==> config.mk <==
export PLATFORM = sky130hd
export DESIGN_NAME = zube_mailbox_ctrl
export DESIGN_NICKNAME = d
export VERILOG_FILES = /design/src/rtl/zube_mailbox_ctrl.sv
export SDC_FILE = /design/constraint.sdc
export NUM_CORES = 1
export LEC_CHECK = 0
export CAP_MARGIN = 20
export CORE_AREA = 3 3 95 97
export DETAILED_ROUTE_END_ITERATION = 10
export DIE_AREA = 0 0 98 100
export GPL_ROUTABILITY_DRIVEN = 0
export GPL_TIMING_DRIVEN = 1
export PLACE_DENSITY = 0.61
export REMOVE_ABC_BUFFERS = 1
export SYNTH_ARGS = -nofsm -noshare
export SYNTH_HDL_FRONTEND = slang
export SYNTH_SLANG_ARGS = --single-unit
==> constraint.sdc <==
create_clock -name clk -period 1.7 [get_ports clk]
set_input_delay 0.17 -clock clk [delete_from_list [all_inputs] [get_ports clk]]
set_output_delay 0.17 -clock clk [all_outputs]
set_load 0.005 [all_outputs]
run_1/m1.png
Supply wires on this layer in grey.
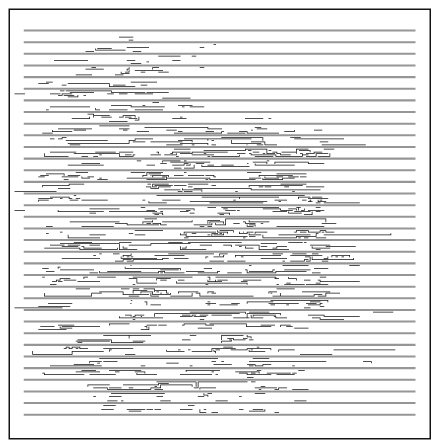
longest straight run: 34.5 um
wire length on this layer: 2810 um
share of all routed wire: 47%
main direction: horizontal
met1 routing resource usage after global routing: 16.6%
total wire length: 6050 um

run_1/m2.png
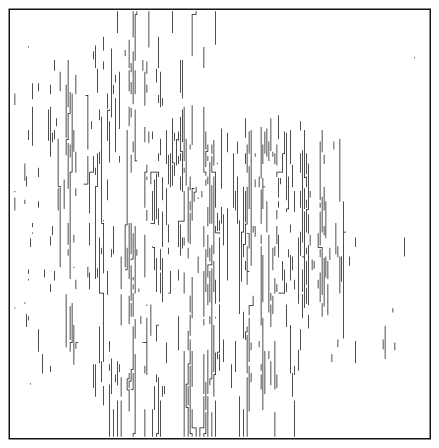
wire length on this layer: 2900 um
share of all routed wire: 48%
longest straight run: 32.0 um
nets with wire on the layer: 312
main direction: vertical
vias: 2079
Global Route met2 Usage: 21.0%

run_1/m3.png
The bar under the picture is 20 um long. Cells faint in the background.
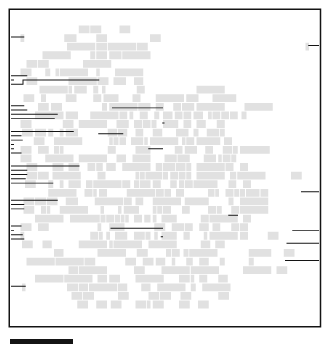
share of all routed wire: 4.6%
longest straight run: 23.9 um
met3 demand-to-capacity share in global routing: 3.13%

==> impl_summary.log, run 1 <==
[flow] summary of implementation run
INFO  metric numCtsBuffers = 5
INFO  metric ys_area = 2520 um^2
INFO  metric drv.max_cap_violation_count = 0
INFO  metric cell_internal_pwr = 3.34 mW
INFO  metric grt_start_max_net_pins = around 57
INFO  metric clk_latency = 310 ps
INFO  metric layout_worst_path_cycle_share = 101%
INFO  metric setup_violations = 3
INFO  metric critPathKind = reg -> reg
INFO  metric ys_seq_share = 55.7%
INFO  metric final_setup_margin = -18.8 ps
INFO  metric crit_arrival = 1960 ps
INFO  metric dpl.hpwl = 4220 um
INFO  metric crit_cells = 6
INFO  metric grt.busiest_layer = met2
INFO  metric count_of_clock_net_buffers_in_the_final_layout = 6
INFO  metric yosys_instances = 224
INFO  metric wl_met1 = 2810 um
INFO  metric multi_input_logic_portion_of_the_cell_area = 30.2%
INFO  metric synth-compound-area-share = between 10 and 15%
INFO  metric sh_seq_area = 37.7%
INFO  metric synth-edff-count = 0
INFO  metric yosys_register_bits = 56
INFO  metric outcome = finished, violations left
INFO  metric grt_pass1_wl = between 10000 and 15000 um
INFO  metric top_routing_layer_used = met4
INFO  metric timing.critical_path.fanout_max = 6
INFO  metric tally_of_openroad_warnings = 27
INFO  metric violated_checks = negative setup slack
INFO  metric yosysWarningCount = 0
INFO  metric pg_clk = 0.793 mW
INFO  metric ant_nets = 0
INFO  metric synth.cellmix.adderShare = 0.497%
INFO  metric cts-root-to-sink-buffers = 2
INFO  metric inverters = 7
INFO  metric largest_voltage_drop_on_the_vdd_net = ~0.00053 V
INFO  metric power-per-cell-area = roughly 1300 nW/um^2
INFO  metric core_util_floorplan = 30.6%
INFO  metric leakage = 1.62 nW
INFO  metric tap-cell-count = 105
INFO  metric finish.utilization = 45.4%
INFO  metric hold_buffers = 1
INFO  metric post-cts-setup-buffers = 2
==> run 2, diff against run 1 <==
PLACE_DENSITY = 0.59   (was 0.61)
clock period = 1.66 ns   (was 1.7 ns; I/O delays follow)
run_2/gates.png
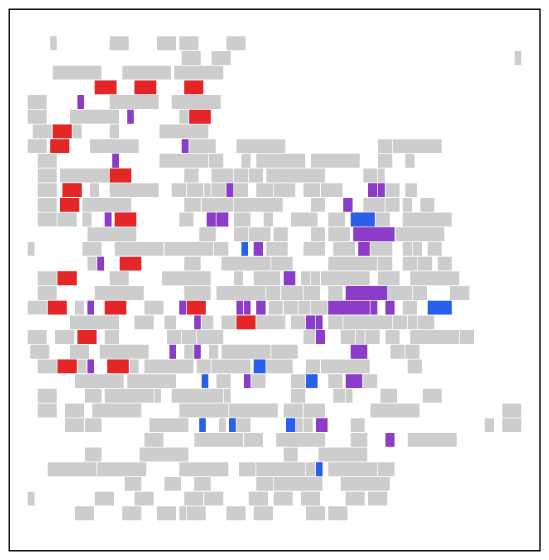
| family | colour | cells |
|---|---|---|
| nor cells | blue | 10 |
| nand cells | purple | 37 |
| mux cells | red | 19 |
number of standard cells in the layout, taps in and fillers out: 431
multi-input logic portion of the cell area: 29.8%

==> run 2 against run 1 <==
The run still ends with negative setup slack left. Hold slack worse by 39 ps. Global-route usage shrank 0.44 points. Cell count rose by 0.23%. Maximum frequency is 0.25% lower. First-iteration DRC count up 57%. Clock skew grew 1.0 ps. Non-clock buffer count is 1 higher. Highest routed layer unchanged.
==> impl_summary.log, run 2 <==
[flow] summary of implementation run
INFO  metric outcome = finished, violations left
INFO  metric count_of_clock_net_buffers_in_the_final_layout = 7 (+1)
INFO  metric synth-edff-count = 0 (unchanged)
INFO  metric layout_worst_path_cycle_share = 104% (+2.7 points)
INFO  metric finish.utilization = 45.9% (+0.49 points)
INFO  metric synth-compound-area-share = 13.9% (unchanged)
INFO  metric grtUsageMet1 = 16.0% (-0.64 points)
INFO  metric routed_wirelength = 5850 um (-3.3%)
INFO  metric post-cts-setup-buffers = 1 (-1)
INFO  metric violated_checks = negative setup slack
INFO  metric grt_start_max_net_pins = 20 (-65%)
INFO  metric ant_nets = 0 (unchanged)
INFO  metric tally_of_openroad_warnings = 27 (unchanged)
INFO  metric setup_violations = 9 (+6)
INFO  metric critPathKind = reg -> reg
INFO  metric cell_internal_pwr = 3.62 mW (+8.5%)
INFO  metric crit_arrival = 1960 ps (about the same)
INFO  metric clk_latency = 300 ps (about the same)
INFO  metric yosys_register_bits = 56 (unchanged)
INFO  metric core_util_floorplan = 30.6% (unchanged)
INFO  metric yosys_instances = 224 (unchanged)
INFO  metric grtUsageMet3 = 3.47% (+0.35 points)
INFO  metric ys_seq_share = 55.7% (unchanged)
INFO  metric synth.cellmix.adderShare = 0.497% (unchanged)
INFO  metric globalRouteMet2Util = 19.8% (-1.2 points)
INFO  metric timing.critical_path.fanout_max = 4 (-2)
INFO  metric hold_buffers = 1 (unchanged)
INFO  metric grt.busiest_layer = met2
INFO  metric final_setup_margin = -63.1 ps (-44.3 ps)
Power is estimated from default activity; no workload was simulated.
